==> src/rtl/jtag_master.sv <==
// Host-side JTAG sequencer: turns single commands (TAP reset, IR scan, DR scan, idle)
// into TCK/TMS/TDI traffic and parks the target in Run-Test/Idle between commands.
module jtag_master #(
  parameter int CLK_DIV = 2
) (
  input  logic        CLK,
  input  logic        reset,
  input  logic        cmd_valid,
  output logic        cmd_ready,
  input  logic [1:0]  cmd_type,
  input  logic [4:0]  cmd_len,
  input  logic [31:0] cmd_data,
  output logic        rsp_valid,
  output logic [31:0] rsp_data,
  output logic        busy,
  output logic        TCK,
  output logic        TMS,
  output logic        TDI,
  input  logic        TDO
);

  localparam logic [1:0] CMD_RESET = 2'b00;
  localparam logic [1:0] CMD_IR    = 2'b01;
  localparam logic [1:0] CMD_DR    = 2'b10;
  localparam logic [1:0] CMD_IDLE  = 2'b11;

  localparam logic [8:0] RISE_AT = 9'(CLK_DIV - 1);
  localparam logic [8:0] END_AT  = 9'(2 * CLK_DIV - 1);

  typedef enum logic [2:0] {
    INIT  = 3'd0,
    IDLE  = 3'd1,
    PRE   = 3'd2,
    SHIFT = 3'd3,
    POST  = 3'd4,
    RESP  = 3'd5
  } state_t;

  state_t      state_q, state_d;
  logic [4:0]  bit_q, bit_d;
  logic [8:0]  cnt_q, cnt_d;
  logic [1:0]  type_q, type_d;
  logic [4:0]  len_q, len_d;
  logic [31:0] data_q, data_d;
  logic        tck_q, tck_d;
  logic        tms_q, tms_d;
  logic        tdi_q, tdi_d;
  logic        rdy_q, rdy_d;
  logic        rsp_valid_q, rsp_valid_d;
  logic [31:0] rsp_q, rsp_d;

  logic        run_s;
  logic        rise_s;
  logic        end_s;
  logic        scan_s;
  logic [4:0]  bit_nx_s;
  logic [4:0]  pre_last_s;

  assign run_s      = (state_q == INIT) || (state_q == PRE) ||
                      (state_q == SHIFT) || (state_q == POST);
  assign rise_s     = run_s && (cnt_q == RISE_AT);
  assign end_s      = run_s && (cnt_q == END_AT);
  assign scan_s     = (type_q == CMD_IR) || (type_q == CMD_DR);
  assign bit_nx_s   = bit_q + 5'd1;
  assign pre_last_s = (type_q == CMD_IR) ? 5'd3 : 5'd2;

  // Next-state, TCK phase and per-TCK-cycle TMS/TDI selection.
  always_comb begin
    state_d     = state_q;
    bit_d       = bit_q;
    type_d      = type_q;
    len_d       = len_q;
    data_d      = data_q;
    tms_d       = tms_q;
    tdi_d       = tdi_q;
    rsp_d       = rsp_q;
    rsp_valid_d = 1'b0;
    cnt_d       = 9'd0;
    tck_d       = 1'b0;

    if (run_s) begin
      cnt_d = end_s ? 9'd0 : cnt_q + 9'd1;
      if (rise_s) begin
        tck_d = 1'b1;
      end else if (end_s) begin
        tck_d = 1'b0;
      end else begin
        tck_d = tck_q;
      end
    end else begin
      cnt_d = 9'd0;
      tck_d = 1'b0;
    end

    case (state_q)
      IDLE: begin
        if (cmd_valid) begin
          type_d = cmd_type;
          len_d  = cmd_len;
          data_d = cmd_data;
          bit_d  = 5'd0;
          tdi_d  = 1'b0;
          case (cmd_type)
            CMD_RESET: begin
              state_d = INIT;
              tms_d   = 1'b1;
            end
            CMD_IR, CMD_DR: begin
              state_d = PRE;
              tms_d   = 1'b1;
            end
            default: begin
              state_d = SHIFT;
              tms_d   = 1'b0;
            end
          endcase
        end else begin
          state_d = IDLE;
        end
      end

      INIT: begin
        if (end_s) begin
          if (bit_q == 5'd5) begin
            state_d = RESP;
          end else begin
            bit_d = bit_nx_s;
            tms_d = (bit_nx_s != 5'd5);
          end
        end else begin
          state_d = INIT;
        end
      end

      PRE: begin
        if (end_s) begin
          if (bit_q == pre_last_s) begin
            state_d = SHIFT;
            bit_d   = 5'd0;
            tms_d   = (len_q == 5'd0);
            tdi_d   = data_q[0];
          end else begin
            bit_d = bit_nx_s;
            tms_d = (type_q == CMD_IR) ? (bit_nx_s < 5'd2) : 1'b0;
            tdi_d = 1'b0;
          end
        end else begin
          state_d = PRE;
        end
      end

      SHIFT: begin
        // First sample of a scan clears the whole word so bits above N read zero.
        if (rise_s && scan_s) begin
          if (bit_q == 5'd0) begin
            rsp_d = 32'd0;
          end else begin
            rsp_d = rsp_q;
          end
          rsp_d[bit_q] = TDO;
        end else begin
          rsp_d = rsp_q;
        end
        if (end_s) begin
          if (bit_q == len_q) begin
            tdi_d = 1'b0;
            bit_d = 5'd0;
            if (scan_s) begin
              state_d = POST;
              tms_d   = 1'b1;
            end else begin
              state_d = RESP;
              tms_d   = 1'b0;
            end
          end else begin
            bit_d = bit_nx_s;
            tms_d = scan_s && (bit_nx_s == len_q);
            tdi_d = scan_s && data_q[bit_nx_s];
          end
        end else begin
          state_d = SHIFT;
        end
      end

      POST: begin
        if (end_s) begin
          if (bit_q == 5'd1) begin
            state_d     = RESP;
            rsp_valid_d = 1'b1;
          end else begin
            bit_d = 5'd1;
            tms_d = 1'b0;
            tdi_d = 1'b0;
          end
        end else begin
          state_d = POST;
        end
      end

      RESP: begin
        state_d = IDLE;
      end

      default: begin
        state_d = INIT;
        bit_d   = 5'd0;
        tms_d   = 1'b1;
        tdi_d   = 1'b0;
      end
    endcase

    rdy_d = (state_d == IDLE);
  end

  // State and output registers; reset aborts any sequence and restarts the TAP reset.
  always_ff @(posedge CLK or posedge reset) begin
    if (reset) begin
      state_q     <= INIT;
      bit_q       <= 5'd0;
      cnt_q       <= 9'd0;
      type_q      <= CMD_RESET;
      len_q       <= 5'd0;
      data_q      <= 32'd0;
      tck_q       <= 1'b0;
      tms_q       <= 1'b1;
      tdi_q       <= 1'b0;
      rdy_q       <= 1'b0;
      rsp_valid_q <= 1'b0;
      rsp_q       <= 32'd0;
    end else begin
      state_q     <= state_d;
      bit_q       <= bit_d;
      cnt_q       <= cnt_d;
      type_q      <= type_d;
      len_q       <= len_d;
      data_q      <= data_d;
      tck_q       <= tck_d;
      tms_q       <= tms_d;
      tdi_q       <= tdi_d;
      rdy_q       <= rdy_d;
      rsp_valid_q <= rsp_valid_d;
      rsp_q       <= rsp_d;
    end
  end

  assign cmd_ready = rdy_q;
  assign busy      = ~rdy_q;
  assign rsp_valid = rsp_valid_q;
  assign rsp_data  = rsp_q;
  assign TCK       = tck_q;
  assign TMS       = tms_q;
  assign TDI       = tdi_q;

endmodule

==> config.mk <==
export PLATFORM = sky130hd
export DESIGN_NAME = jtag_master
export DESIGN_NICKNAME = d
export VERILOG_FILES = /design/src/rtl/jtag_master.sv
export SDC_FILE = /design/constraint.sdc
export NUM_CORES = 1
export LEC_CHECK = 0
export CAP_MARGIN = 20
export CORE_ASPECT_RATIO = 0.6
export CORE_MARGIN = 2
export CORE_UTILIZATION = 25
export CTS_BUF_LIST = sky130_fd_sc_hd__clkbuf_4 sky130_fd_sc_hd__clkbuf_8 sky130_fd_sc_hd__clkbuf_16
export DETAILED_ROUTE_END_ITERATION = 7
export PLACE_DENSITY = 0.47
export SETUP_SLACK_MARGIN = 0.1
export SLEW_MARGIN = 30
export SYNTH_ARGS = -nofsm -noshare
export SYNTH_HDL_FRONTEND = slang
export SYNTH_SLANG_ARGS = --single-unit
==> constraint.sdc <==
create_clock -name CLK -period 4.2 [get_ports CLK]
set_clock_uncertainty 0.1 [all_clocks]
set_input_delay 0.63 -clock CLK [delete_from_list [all_inputs] [get_ports CLK]]
set_output_delay 0.63 -clock CLK [all_outputs]
set_load 0.05 [all_outputs]
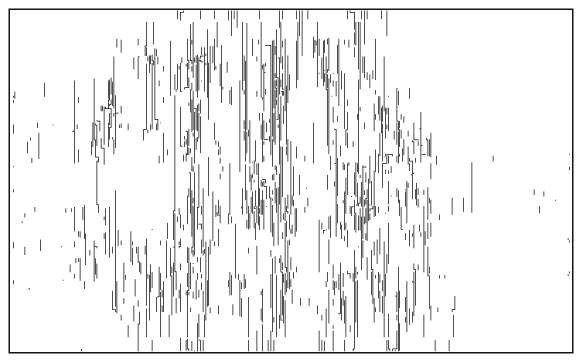
**Above:** M2 wires.
main direction: vertical
longest straight run: 37.7 µm
wire length on this layer: 5020 µm

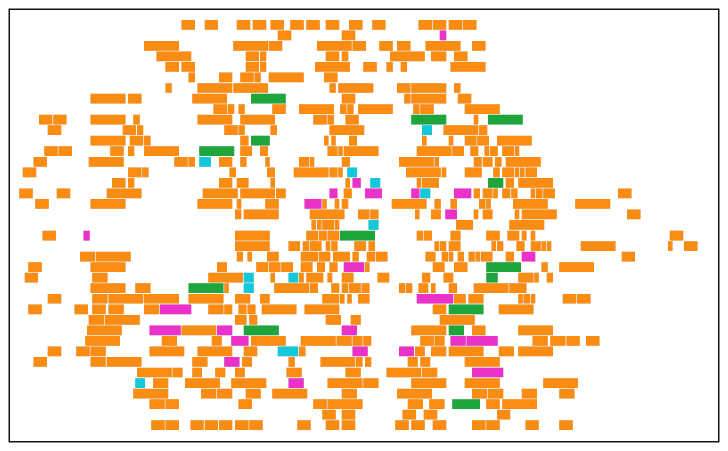
**Above:** cells by drive strength.
[_2 cells] magenta | cells: 24 | share: 4.8%
[_3 and _4 cells] cyan | cells: 11 | share: 2.2%
[_6 and larger] green | cells: 14 | share: 2.8%
[_0 and _1 cells] orange | cells: 450 | share: 90%

==> results.txt <==
Reports from this run.

- The async set or reset register ratio after synthesis is 100%.
- The remaining routing DRC violations reads 0.
- The pin count of the biggest net entering global routing reads between 40 and 50.
- The post-synthesis share of cell area spent on full adders, half adders and majority gates is ~1.8%.
- The via count normalized by instance count reads 4.79.
- Routability-driven placement finished with a final weighted congestion of slightly above 0.8.
- The largest family of logic cells by area is AND-OR/OR-AND gates.
- The share of the clock period used by the worst path is between 60% and 70%.
- The utilization after layout is roughly a third.
- The clock net sink count reads about 93.
- The maximum clock frequency is ~350 MHz.
- Subtracting the final worst setup slack from the clock period gives 2860 ps.
- The worst hold path depth reads 1.
- The number of warnings in the stage logs reads 30.
- The register bit count reported by yosys is about 93.
- From synthesis to final layout, the design area changed by 27.5%.
- The cell-mix breakdown from Yosys lists the compound-gate area share as between 10% and 20%.
- The placement row count is 39.
- The number of synthesized flops with an enable pin reads 0.
- In this run the clock root is driven by a sky130_fd_sc_hd__clkbuf_16.
- The count of pins over their slew limit is 0.
- The multi-input combinational cells in the finished layout cover a total of roughly 2300 µm².
- The final layout net count is approximately 540.
- For reference, the mux area share after synthesis is 13.4%.
- The endpoint arrival time on the critical path is 2980 ps.
- The accumulated negative setup slack reads 0 ps.
- The length of the first detailed-routing pass in iterations is 4.
- The buffers inserted during post-CTS setup optimization reads 0.
- In the layout the commonest cells are 92 x sky130_fd_sc_hd__dfrtp_1, 79 x sky130_fd_sc_hd__clkdlybuf4s50_1, 38 x sky130_fd_sc_hd__mux2_1, 28 x sky130_fd_sc_hd__a32o_1, 23 x sky130_fd_sc_hd__a21oi_1.
- Global routing consumed, over all layers together, roughly 13% of the routing resources.
- For the worst-skew pair, the clock arrives at the later sink with an insertion delay of ~350 ps.
- The synthesized netlist was found by Yosys to have about 430 cells.
- The power after layout reads ~1.8 mW.
- In this run, placement finished with an instance count of approximately 730.
- In this run the worst path has a maximum fanout of 22.
- The number of gates given a new drive strength after cts is 0.
- The aggregate global routing overflow reads 0.
- For reference, the post-synthesis area per instance comes to 11.1 µm².
- The longest incremental delay of any stage on the critical path is reported as around 780 ps.
- The total of warnings raised by yosys is 0.
- Per the TritonCTS log, the buffer count is 9.
- The I/O pin count is around 81.
- The DRC marker count from the first detailed-route iteration is 154.
- The wire length after detailed routing is 12400 µm.
- In this run the top signal layer used is met4.
- The number of input and output port buffers inserted reads 80.
- The cell area after layout reads about 6100 µm².
- The part of the Yosys area used for sequential elements reads 48.6%.
- The worst min-delay path class reads flip-flop to flip-flop.
- The launch point of the worst register-to-register path is recorded as bit_q[1].
- The total of max-cap violations is 0.
- Once detail routing completed, the nets flagged for antenna violations numbered 0.
- The wire length on met3 reads 570 µm.
- The width of the chip reads ~180 µm.
- The net count after synthesis is 482.
- The number of hold buffers added after CTS was 0.
- The H-tree depth is 3.
- In this run, the synthesized area fraction spent on xor and xnor cells is recorded as between 4 and 5%.
- The worst register-to-register path has a depth of 6.
- The routed length on met2 reads between 5000 and 6000 µm.
- The synthesized netlist contains roughly 57 unique library cells.
- The run finished with clean final reports.
- The yosys stat chip area is about 4800 µm².
- The hold violation total from the final report is 0.
- Setup violations remaining at the end of the flow were counted as 0.
- The worst setup slack for register-to-register paths is about 1300 ps.
- The initial antenna violation count is 1.
- The die boundary height reads between 100 and 150 µm.
- The clock passes through at most 2 buffers.
- The power report puts the leakage power at 2.63 nW.
- The area of the placeable core reads approximately 19000 µm².
- After detailed placement, the total cell area comes to 5790 µm².
- The number of global-route vias before repair reads 3598.
- The worst IR drop on VDD reads 0.171 mV.
- The initial utilization of the core area, before any placement, comes to between 20% and 30%.
- The HPWL after detailed placement is slightly below 9000 µm.
- The total vias in the final route is between 3000 and 4000.
- The simple-gate share of the synthesized area is a little over an eighth.
- The data required time of the critical path is around 4300 ps.
- The pin closest to its max-slew limit shows a slew of about 840 ps.
- The endpoint of the worst register-to-register path reads TDI.
- The full die area is approximately 20000 µm².
- The wire length of the first global-routing pass reads a little over 20000 µm.
- The top cell type in the final layout, fill and taps aside, is sky130_fd_sc_hd__dfrtp_1.
- Summing every instance area after synthesis gives between 4000 and 5000 µm².
- The kind of capture point of the worst setup path is a flip-flop.
- The met1 wire length reads between 6000 and 7000 µm.
- The critical path start-end classification is flip-flop to flip-flop.
- Per the slew report, the remaining headroom to the max-slew limit stands at about 44%.
- The post-layout instance count excluding filler cells is approximately 750.
- The power density normalized to cell area is approximately 300 nW/µm².
- Hold analysis lists the worst path endpoint as data_q[14].
- The wire length per cell after detailed routing reads about 17 µm.
- Setup repair after global routing left no endpoint under its margin.
- The clock transition at the registers of the reported paths is approximately 70 ps.
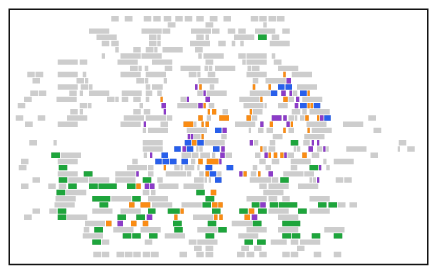
**Above:** gate-type map.
[xor and xnor cells] blue | cells: 22 | where: middle
[mux cells] green | cells: 53
[nor cells] orange | cells: 54
[nand cells] purple | cells: 44

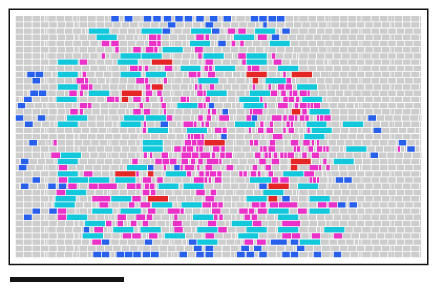
**Above:** placement by cell class.
Bar = 50 µm. Fill, decap, tap and diode cells in grey.
[sequential cells] cyan | cells: 93 | share of their area: 40%
[combinational and other logic] magenta | cells: 302 | share of their area: 40%
[remaining buffers and delay cells] blue | cells: 88 | share of their area: 15%
[clock drivers and dummy loads] red | cells: 16 | share of their area: 5.1%

[cell usage after synthesis, drive strengths merged, types with 13 or more instances]
cell type | n | area, µm²
dfrtp | 92 | 2300
mux2 | 46 | 522
a32o | 28 | 280
nor2 | 25 | 101
a21oi | 23 | 115
buf | 19 | 96.3
clkbuf | 18 | 67.6
nand2 | 17 | 63.8
inv | 14 | 52.6
o21ai | 14 | 70.1
xor2 | 13 | 114
[sequential cells by signal, indices dropped and copies added, names as in the netlist]
register and flops:
rsp_data 32, cnt_q 9, rsp_valid 1, type_q 2, TMS 1, cmd_ready 1
TDI 1, state_q 3, data_q 32, bit_q 5, len_q 5, TCK 1
[layer usage]
| layer | vias to the layer above | GRT usage [%] |
|---|---|---|
| li1 | 1725 | - |
| met1 | 1770 | 19.5 |
| met2 | 71 | 17.5 |
| met3 | 10 | 3.38 |
| met4 | 0 | 3.76 |
| met5 | - | 0 |
[logic make-up after synthesis]
kind of cell | count (synthesis)
buffers and inverters | 51
AND-OR/OR-AND | 93
XOR/XNOR | 22
adder cells (fa/ha/maj) | 7
flip-flops | 93
AND/OR/NAND/NOR | 113
multiplexers | 53
[worst max-delay path, delay by kind of cell, from the launching register on]
kind            cells  cell delay (ps)
mux                 1              580
flops               1              440
simple gates        1              140
compound gates      2              550
fa+ha+maj           1              780
buf+inv             1              130
[power breakdown]
| part | switching (mW) | total (mW) | internal (mW) |
|---|---|---|---|
| combinational | 0.0559 | 0.105 | 0.0495 |
| clock | 0.380 | 0.809 | 0.429 |
| sequential | 0.00357 | 0.905 | 0.901 |
| total | 0.439 | 1.82 | 1.38 |
[stage by stage]
stage / hold WS [ps] / setup slack (ps)
6_report: 383 / 1340
5_1_grt: 401 / 1090
4_1_cts: 388 / 1300
3_5_place_dp: 371 / 1320
3_3_place_gp: 367 / 1410
2_1_floorplan: 348 / 1050
[area by class of cell]
class / count / area share, %
sequential: 93 / 38.1
multi-input combinational: 288 / 36.9
timing repair buffer: 88 / 14.2
tap: 246 / 5.04
clock buffer: 10 / 3.91
clock inverter: 6 / 0.901
inverter: 14 / 0.881
antenna: 1 / 0.0410
[worst max-delay path by stage]
stage	startpoint	endpoint	slack, ps	cells past startpoint
floorplan	reset	TCK	1050	1
global placement	bit_q[1]	TDI	1410	6
detailed placement	bit_q[1]	TDI	1320	6
CTS	bit_q[1]	TDI	1300	6
global route	bit_q[1]	TDI	1090	6
finish	bit_q[1]	TDI	1340	6
Power and IR drop assume default switching activity.
